**config.mk**
```make
export PLATFORM = sky130hd
export DESIGN_NAME = tg_debug_seq
export DESIGN_NICKNAME = d
export VERILOG_FILES = /design/src/rtl/tg_debug_pkg.sv /design/src/rtl/tg_debug_seq.sv
export SDC_FILE = /design/constraint.sdc
export NUM_CORES = 1
export LEC_CHECK = 0
export CELL_PAD_IN_SITES_DETAIL_PLACEMENT = 1
export CELL_PAD_IN_SITES_GLOBAL_PLACEMENT = 1
export CORE_AREA = 2 2 134 71
export DETAILED_ROUTE_END_ITERATION = 7
export DIE_AREA = 0 0 136 73
export GPL_ROUTABILITY_DRIVEN = 0
export GPL_TIMING_DRIVEN = 0
export HOLD_SLACK_MARGIN = 0.05
export PLACE_DENSITY_LB_ADDON = 0.1
export SYNTH_ARGS = -nofsm -noshare
export SYNTH_HDL_FRONTEND = slang
export SYNTH_SLANG_ARGS = --single-unit
```
**constraint.sdc**
```tcl
create_clock -name sysclk -period 4.39 [get_ports sysclk]
set_clock_uncertainty 0.05 [all_clocks]
set_input_delay 0.878 -clock sysclk [delete_from_list [all_inputs] [get_ports sysclk]]
set_output_delay 0.878 -clock sysclk [all_outputs]
set_load 0.1 [all_outputs]
```
**src/rtl/tg_debug_pkg.sv**
```systemverilog
// Shared definitions for the target-debug sequencer.
//   - Bit positions inside tg_force and the bus_ctrl divert bit. The visor register map
//     uses the divert bit position too.
//   - Command op encodings and the sequencer state enum.
//   - The default base opcode of the "r15 = rN" observe instruction.
//   - Output decode helpers, so the per-state force/divert pattern lives in one place.
package tg_debug_pkg;

    localparam int unsigned FORCE_HOLD          = 0;
    localparam int unsigned FORCE_LOAD_EXR      = 1;
    localparam int unsigned FORCE_EXEC          = 2;
    localparam int unsigned BUS_CTRL_DIVERT_BIT = 2;

    localparam logic [15:0] OBSERVE_OPCODE = 16'h3C00;

    typedef enum logic [1:0] {
        OpObserve = 2'd0,
        OpExec    = 2'd1,
        OpRelease = 2'd2,
        OpRsvd    = 2'd3
    } op_e;

    typedef enum logic [3:0] {
        StIdle,
        StDivert,
        StLoad,
        StExec,
        StSettle,
        StCapture,
        StRestore,
        StUnhold,
        StRelease,
        StResp
    } state_e;

    // tg_force pattern presented while in state st
    function automatic logic [2:0] force_for(state_e st);
        logic [2:0] f;
        f = '0;
        unique case (st)
            StDivert, StSettle, StCapture: f[FORCE_HOLD] = 1'b1;
            StLoad, StRestore: begin
                f[FORCE_HOLD]     = 1'b1;
                f[FORCE_LOAD_EXR] = 1'b1;
            end
            StExec: begin
                f[FORCE_HOLD] = 1'b1;
                f[FORCE_EXEC] = 1'b1;
            end
            default: f = '0;
        endcase
        return f;
    endfunction

    // Code bus stays diverted from DIVERT through UNHOLD inclusive
    function automatic logic divert_for(state_e st);
        return (st == StDivert) || (st == StLoad) || (st == StExec) || (st == StSettle) ||
               (st == StCapture) || (st == StRestore) || (st == StUnhold);
    endfunction

endpackage

```
**src/rtl/tg_debug_seq.sv**
```systemverilog
// Target-debug sequencer: on a visor command it diverts the target code bus, forces an
// injected instruction through the target EXR, captures tg_to_visor_reg, restores the EXR
// from the latched shadow and releases the target. All outputs are registered.
// Ports:
//   sysclk, sysreset        clock, asynchronous active-high reset
//   cmd_valid/cmd_ready     command handshake; cmd_op, cmd_reg, cmd_instr command payload
//   rsp_valid/rsp_ready     response handshake; rsp_data, rsp_err response payload
//   bp_hit, exr_shadow      target halt status and EXR shadow
//   tg_to_visor_reg         target debug result register
//   divert_code_bus         bus_ctrl divert bit
//   tg_force, tg_code_in    target debug force controls and injected instruction
//   bp_rearm                one-cycle pulse that lets bp0 pass once
module tg_debug_seq #(
    parameter int unsigned SETTLE_CYCLES  = 1,
    parameter logic [15:0] OBSERVE_OPCODE = tg_debug_pkg::OBSERVE_OPCODE
) (
    input  logic        sysclk,
    input  logic        sysreset,
    input  logic        cmd_valid,
    output logic        cmd_ready,
    input  logic [1:0]  cmd_op,
    input  logic [3:0]  cmd_reg,
    input  logic [15:0] cmd_instr,
    output logic        rsp_valid,
    input  logic        rsp_ready,
    output logic [15:0] rsp_data,
    output logic        rsp_err,
    input  logic        bp_hit,
    input  logic [15:0] exr_shadow,
    input  logic [15:0] tg_to_visor_reg,
    output logic        divert_code_bus,
    output logic [2:0]  tg_force,
    output logic [15:0] tg_code_in,
    output logic        bp_rearm
);
    import tg_debug_pkg::*;

    // Counter holds remaining SETTLE cycles minus one
    localparam logic [3:0] SETTLE_LOAD = 4'(SETTLE_CYCLES - 1);

    state_e      r_state;
    state_e      w_state_next;
    op_e         w_op;
    logic        w_accept;
    logic        w_reject;
    logic [3:0]  r_settle_cnt;
    logic [15:0] r_instr;
    logic [15:0] r_shadow;
    logic        r_cmd_ready;
    logic        r_rsp_valid;
    logic [15:0] r_rsp_data;
    logic        r_rsp_err;
    logic        r_divert;
    logic [2:0]  r_force;
    logic [15:0] r_code_in;
    logic        r_bp_rearm;

    assign w_op     = op_e'(cmd_op);
    assign w_accept = cmd_valid & r_cmd_ready;
    assign w_reject = (w_op == OpRsvd) || ((w_op != OpRelease) && !bp_hit);

    always_comb begin
        w_state_next = r_state;
        unique case (r_state)
            StIdle: begin
                if (w_accept) begin
                    // Release and rejected commands take one idle hop through RELEASE so
                    // the response appears one cycle after the bp_rearm pulse.
                    if (w_reject || (w_op == OpRelease)) begin
                        w_state_next = StRelease;
                    end else begin
                        w_state_next = StDivert;
                    end
                end
            end
            StDivert:  w_state_next = StLoad;
            StLoad:    w_state_next = StExec;
            StExec:    w_state_next = StSettle;
            StSettle:  if (r_settle_cnt == 4'd0) w_state_next = StCapture;
            StCapture: w_state_next = StRestore;
            StRestore: w_state_next = StUnhold;
            StUnhold:  w_state_next = StRelease;
            StRelease: w_state_next = StResp;
            StResp:    if (rsp_ready) w_state_next = StIdle;
            default:   w_state_next = StIdle;
        endcase
    end

    // Outputs are decoded from the next state so they are registered yet match the state
    always_ff @(posedge sysclk or posedge sysreset) begin
        if (sysreset) begin
            r_state      <= StIdle;
            r_settle_cnt <= '0;
            r_instr      <= '0;
            r_shadow     <= '0;
            r_cmd_ready  <= 1'b1;
            r_rsp_valid  <= 1'b0;
            r_rsp_data   <= '0;
            r_rsp_err    <= 1'b0;
            r_divert     <= 1'b0;
            r_force      <= '0;
            r_code_in    <= '0;
            r_bp_rearm   <= 1'b0;
        end else begin
            r_state     <= w_state_next;
            r_cmd_ready <= (w_state_next == StIdle);
            r_rsp_valid <= (w_state_next == StResp);
            r_divert    <= divert_for(w_state_next);
            r_force     <= force_for(w_state_next);
            r_code_in   <= (w_state_next == StLoad)    ? r_instr  :
                           (w_state_next == StRestore) ? r_shadow : '0;
            r_bp_rearm  <= w_accept && (w_op == OpRelease);

            if (r_state == StExec) begin
                r_settle_cnt <= SETTLE_LOAD;
            end else if ((r_state == StSettle) && (r_settle_cnt != 4'd0)) begin
                r_settle_cnt <= r_settle_cnt - 4'd1;
            end

            if (w_accept) begin
                r_instr    <= (w_op == OpObserve) ? (OBSERVE_OPCODE | {12'd0, cmd_reg})
                                                  : cmd_instr;
                r_shadow   <= exr_shadow;
                r_rsp_data <= '0;
                r_rsp_err  <= w_reject;
            end else if (r_state == StCapture) begin
                r_rsp_data <= tg_to_visor_reg;
            end else if ((r_state == StResp) && rsp_ready) begin
                r_rsp_err  <= 1'b0;
            end
        end
    end

    assign cmd_ready       = r_cmd_ready;
    assign rsp_valid       = r_rsp_valid;
    assign rsp_data        = r_rsp_data;
    assign rsp_err         = r_rsp_err;
    assign divert_code_bus = r_divert;
    assign tg_force        = r_force;
    assign tg_code_in      = r_code_in;
    assign bp_rearm        = r_bp_rearm;

endmodule

```
==> run_summary.xml <==
<?xml version="1.0" encoding="UTF-8"?>
<metrics>
  <group name="pwr">
    <metric name="power.combinational.fraction" unit="%">49.5</metric>
    <metric name="power.largest_group" unit="">combinational logic</metric>
    <metric name="ir_drop" unit="V">0.000369</metric>
    <metric name="switching_power" unit="mW">1.89</metric>
    <metric name="cellPowerDensity" unit="nW/µm²">844</metric>
    <metric name="p_sw_share" unit="%">47.0</metric>
    <metric name="share_clk_of_total_power" unit="%">21.0</metric>
    <metric name="power.sequential.total" unit="mW">1.18</metric>
    <metric name="totalPowerFinal" unit="mW">4.01</metric>
    <metric name="leakage" unit="nW">2.11</metric>
    <metric name="p_int" unit="mW">2.12</metric>
    <metric name="power_combinational" unit="mW">1.99</metric>
    <metric name="seq_power_share" unit="%">29.5</metric>
    <metric name="clk-power" unit="mW">0.842</metric>
  </group>
  <group name="detailed_routing">
    <metric name="detail_route_antenna_nets" unit="">0</metric>
    <metric name="vias_per_cell" unit="">4.79</metric>
    <metric name="drtIter0Drc" unit="">103</metric>
    <metric name="num_vias" unit="">2529</metric>
    <metric name="drt-total-wl" unit="µm">8940</metric>
    <metric name="remaining_drc_errors" unit="">0</metric>
    <metric name="firstDrtPassIters" unit="">4</metric>
  </group>
  <group name="clocking">
    <metric name="cts_repair_resize_count" unit="">0</metric>
    <metric name="postCtsHoldBufs" unit="">0</metric>
    <metric name="post_cts_setup_buffer_count" unit="">0</metric>
    <metric name="clockRootBuffer" unit="">sky130_fd_sc_hd__clkbuf_16</metric>
    <metric name="clock_pin_slew_on_the_worst_setup_and_hold_paths" unit="ps">60</metric>
    <metric name="total_number_of_clock_tree_sinks" unit="">80</metric>
    <metric name="ctsLongestPathBuffers" unit="">2</metric>
    <metric name="tritoncts" unit="">done</metric>
    <metric name="clkLatencyLatePin" unit="ps">340</metric>
    <metric name="cts_htree_levels" unit="">3</metric>
    <metric name="number_of_buffers_created_by_cts" unit="">9</metric>
  </group>
  <group name="floorplan">
    <metric name="core_region_area" unit="µm²">8950</metric>
    <metric name="design.die.area" unit="µm²">9930</metric>
    <metric name="placementRows" unit="">25</metric>
    <metric name="num_io_pins" unit="">99</metric>
    <metric name="die_y" unit="µm">73</metric>
    <metric name="floorplan_core_density" unit="%">36.3</metric>
    <metric name="die_width" unit="µm">136</metric>
  </group>
  <group name="timing">
    <metric name="fin_crit" unit="ps">2940</metric>
    <metric name="timing.hold.ws" unit="ps">434</metric>
    <metric name="fin_setup_tns" unit="ps">0</metric>
    <metric name="grt_setup_unrepaired" unit="">no</metric>
    <metric name="transition_time_at_the_pin_with_the_least_slew_margin" unit="ps">996</metric>
    <metric name="setup_slack" unit="ps">1450</metric>
    <metric name="timing.final.setup_violations" unit="">0</metric>
    <metric name="post-route-period-util" unit="%">66.9</metric>
    <metric name="clock.fmax" unit="MHz">340</metric>
    <metric name="finalHoldViolations" unit="">0</metric>
    <metric name="slew_headroom" unit="%">33.4</metric>
    <metric name="timing_max_transition_violations_final" unit="">0</metric>
  </group>
  <group name="synthesis">
    <metric name="syn_inst" unit="">292</metric>
    <metric name="post_synth_num_cell_types" unit="">42</metric>
    <metric name="synth-seq-area-share" unit="%">61.6</metric>
    <metric name="edf_count" unit="">0</metric>
    <metric name="ys.flops" unit="">80</metric>
    <metric name="post_synth_design_cell_area" unit="µm²">3250</metric>
    <metric name="dominantRegCellSynth" unit="">sky130_fd_sc_hd__dfrtp_1</metric>
    <metric name="synthesis.nets" unit="">352</metric>
    <metric name="synth_async_sr_flop_share" unit="%">100</metric>
    <metric name="yosys-stat-cells" unit="">292</metric>
    <metric name="syn_avg_cell_area" unit="µm²">11.1</metric>
    <metric name="synth.yosys.chip_area" unit="µm²">3250</metric>
    <metric name="yosysWarnings" unit="">0</metric>
  </group>
  <group name="setup_path">
    <metric name="timing.critical_path.arrival" unit="ps">2010</metric>
    <metric name="startpoint_type" unit="">flop</metric>
    <metric name="slowest_stage" unit="">sky130_fd_sc_hd__clkdlybuf4s50_1</metric>
    <metric name="worstSetupEndpointType" unit="">output pin</metric>
    <metric name="top_delay_family_on_crit_path" unit="">buffers and inverters</metric>
    <metric name="critPathKind" unit="">reg2out</metric>
    <metric name="critical_path.max_fanout" unit="">3</metric>
    <metric name="crit_required" unit="ps">3460</metric>
    <metric name="cp_cell_sequence" unit="">clkdlybuf4s50_1</metric>
    <metric name="critical_path.n_buffers_inverters" unit="">1</metric>
    <metric name="cpPeakStageDelay" unit="ps">1130</metric>
  </group>
  <group name="finish">
    <metric name="final-comb-area" unit="µm²">1120</metric>
    <metric name="mostFrequentLayoutCell" unit="">sky130_fd_sc_hd__clkdlybuf4s50_1</metric>
    <metric name="fillers" unit="">973</metric>
    <metric name="nNetsFinal" unit="">462</metric>
    <metric name="drive_above_1_share" unit="%">10.1</metric>
    <metric name="layout_top_cells_excl_fill_tap" unit="">sky130_fd_sc_hd__clkdlybuf4s50_1, sky130_fd_sc_hd__nand2_1, sky130_fd_sc_hd__dfrtp_1</metric>
    <metric name="regArea" unit="µm²">2000</metric>
    <metric name="area_growth_syn_to_layout" unit="%">46.3</metric>
    <metric name="antennaDiodeCount" unit="">0</metric>
  </group>
  <group name="placed_design">
    <metric name="preCtsSetupSlack" unit="ps">1760</metric>
    <metric name="place_hpwl" unit="µm">6510</metric>
    <metric name="buffer_ports.inserted" unit="">98</metric>
  </group>
  <group name="worst_hold_path">
    <metric name="hold_path_class" unit="">reg2reg</metric>
  </group>
  <group name="outcome">
    <metric name="outcome" unit="">completed</metric>
  </group>
  <group name="global_routing">
    <metric name="grt-ovfl-total" unit="">0</metric>
    <metric name="first_global_vias" unit="">2707</metric>
    <metric name="grt_pass1_wl" unit="µm">14600</metric>
    <metric name="pin_count_of_the_biggest_net_entering_global_routing" unit="">65</metric>
    <metric name="grt_antenna_before_repair" unit="">0</metric>
  </group>
  <group name="run">
    <metric name="tool_warnings" unit="">26</metric>
    <metric name="cap_violations" unit="">0</metric>
  </group>
</metrics>
==> cell families after synthesis <==
group | after synthesis | share of synthesized area, %
AND/OR/NAND/NOR | 125 | 18.5
XOR/XNOR | 4 | 1.08
flip-flops | 80 | 61.6
buffers and inverters | 21 | 3.73
adder cells (fa/ha/maj) | 1 | 0.385
AND-OR/OR-AND | 57 | 13.4
multiplexers | 4 | 1.23
==> tightest hold or removal path, cell delays in order (launching register included) <==
cell,delay [ps]
sky130_fd_sc_hd__dfrtp_1,340
sky130_fd_sc_hd__nand2_1,60
sky130_fd_sc_hd__nand2_1,50
==> cell usage after synthesis (4+ instances only) <==
library cell               count  area share (%)
sky130_fd_sc_hd__o21ai_0       5            0.77
sky130_fd_sc_hd__nand2_1      89              10
sky130_fd_sc_hd__o22a_1        4             1.1
sky130_fd_sc_hd__clkbuf_1      4            0.46
sky130_fd_sc_hd__a22o_1       24             6.5
sky130_fd_sc_hd__nor2_1        9             1.0
sky130_fd_sc_hd__a21oi_1      17             2.6
sky130_fd_sc_hd__nor3_1        4            0.62
sky130_fd_sc_hd__buf_2         4            0.62
sky130_fd_sc_hd__buf_6         4             1.4
sky130_fd_sc_hd__inv_1         5            0.58
sky130_fd_sc_hd__dfrtp_1      79              61
sky130_fd_sc_hd__mux2i_1       4             1.2
sky130_fd_sc_hd__nand2b_1      4            0.77
==> worst paths after layout <==
check | slack (ps) | endpoint | cells after the start | from
min | 430 | r_shadow[10]$_DFFE_PP0P_ | 2 | r_shadow[10]$_DFFE_PP0P_
max | 1450 | cmd_ready | 1 | cmd_ready$_DFF_PP1_
max reg2reg | 2640 | r_shadow[12]$_DFFE_PP0P_ | 5 | cmd_ready$_DFF_PP1_
min in group asynchronous | 780 | rsp_data[11]$_DFFE_PP0P_ | 2 | sysreset
min reg2reg | 430 | r_shadow[10]$_DFFE_PP0P_ | 2 | r_shadow[10]$_DFFE_PP0P_
max in group asynchronous | 2870 | cmd_ready$_DFF_PP1_ | 3 | sysreset
==> layout make-up <==
| cell class | instances | area share, % |
|---|---|---|
| flip-flops and latches | 80 | 42.1 |
| multi-input cells | 191 | 23.7 |
| repair buffers | 99 | 21.2 |
| clock buffers | 12 | 5.61 |
| well taps | 121 | 3.19 |
| plain buffers | 16 | 2.16 |
| clock inverters | 4 | 1.58 |
| inverters | 5 | 0.447 |
==> through the flow <==
step,instance area [µm²],util (%),std cells
floorplan,3250,-,292
global placement,4380,49.0,511
detailed placement,4410,49.3,512
CTS,4750,53.1,528
global route,4750,53.1,528
finish,4750,53.1,528
==> state kept, by name, summed over array words and instances (netlist names) <==
name             flops
bp_rearm             1
cmd_ready            1
divert_code_bus      1
r_instr             16
r_settle_cnt         4
r_shadow            16
r_state              4
rsp_data            16
rsp_err              1
rsp_valid            1
tg_code_in          16
tg_force             3
==> layer usage <==
layer | track usage, % | vias to the layer above | part of all wire, %
met5 | 0 | - | 0
met4 | 6.60 | 0 | 1.3
met3 | 7.15 | 10 | 6.2
met2 | 28.5 | 67 | 43
met1 | 29.1 | 1239 | 50
li1 | - | 1213 | -
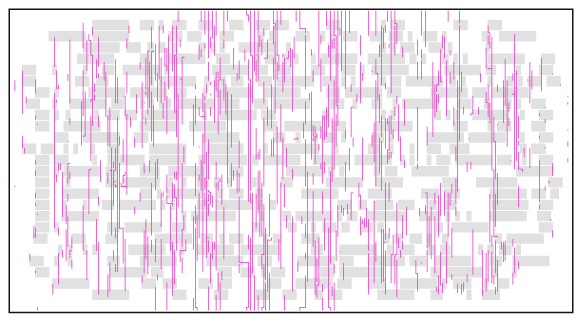
**Above:** metal 2.
Cells faint in the background.
main direction: vertical
share of all routed wire: 43%
longest straight run: 37.4 µm
wire length on this layer: 3,820 µm
nets with wire on the layer: 390

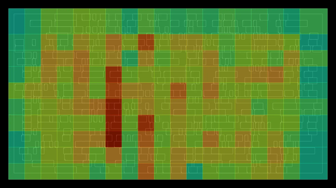
**Above:** routing congestion.
global router's overall resource usage: 20.3%
Routed WL per cell: 16.9 µm
met3 usage in global routing: 7.15%
met1 track demand over resource in global routing: 29.1%
met2 demand-to-capacity share in global routing: 28.5%

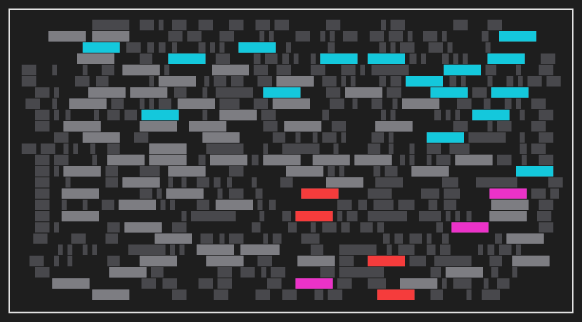
**Above:** sequential cells grouped by signal name.
[`rsp_data`] cyan | sequential cells: 16
[`tg_force`] magenta | sequential cells: 3
[`r_state`] red | sequential cells: 4 | where: bottom center
not colored: 57

Power and IR drop assume default switching activity.
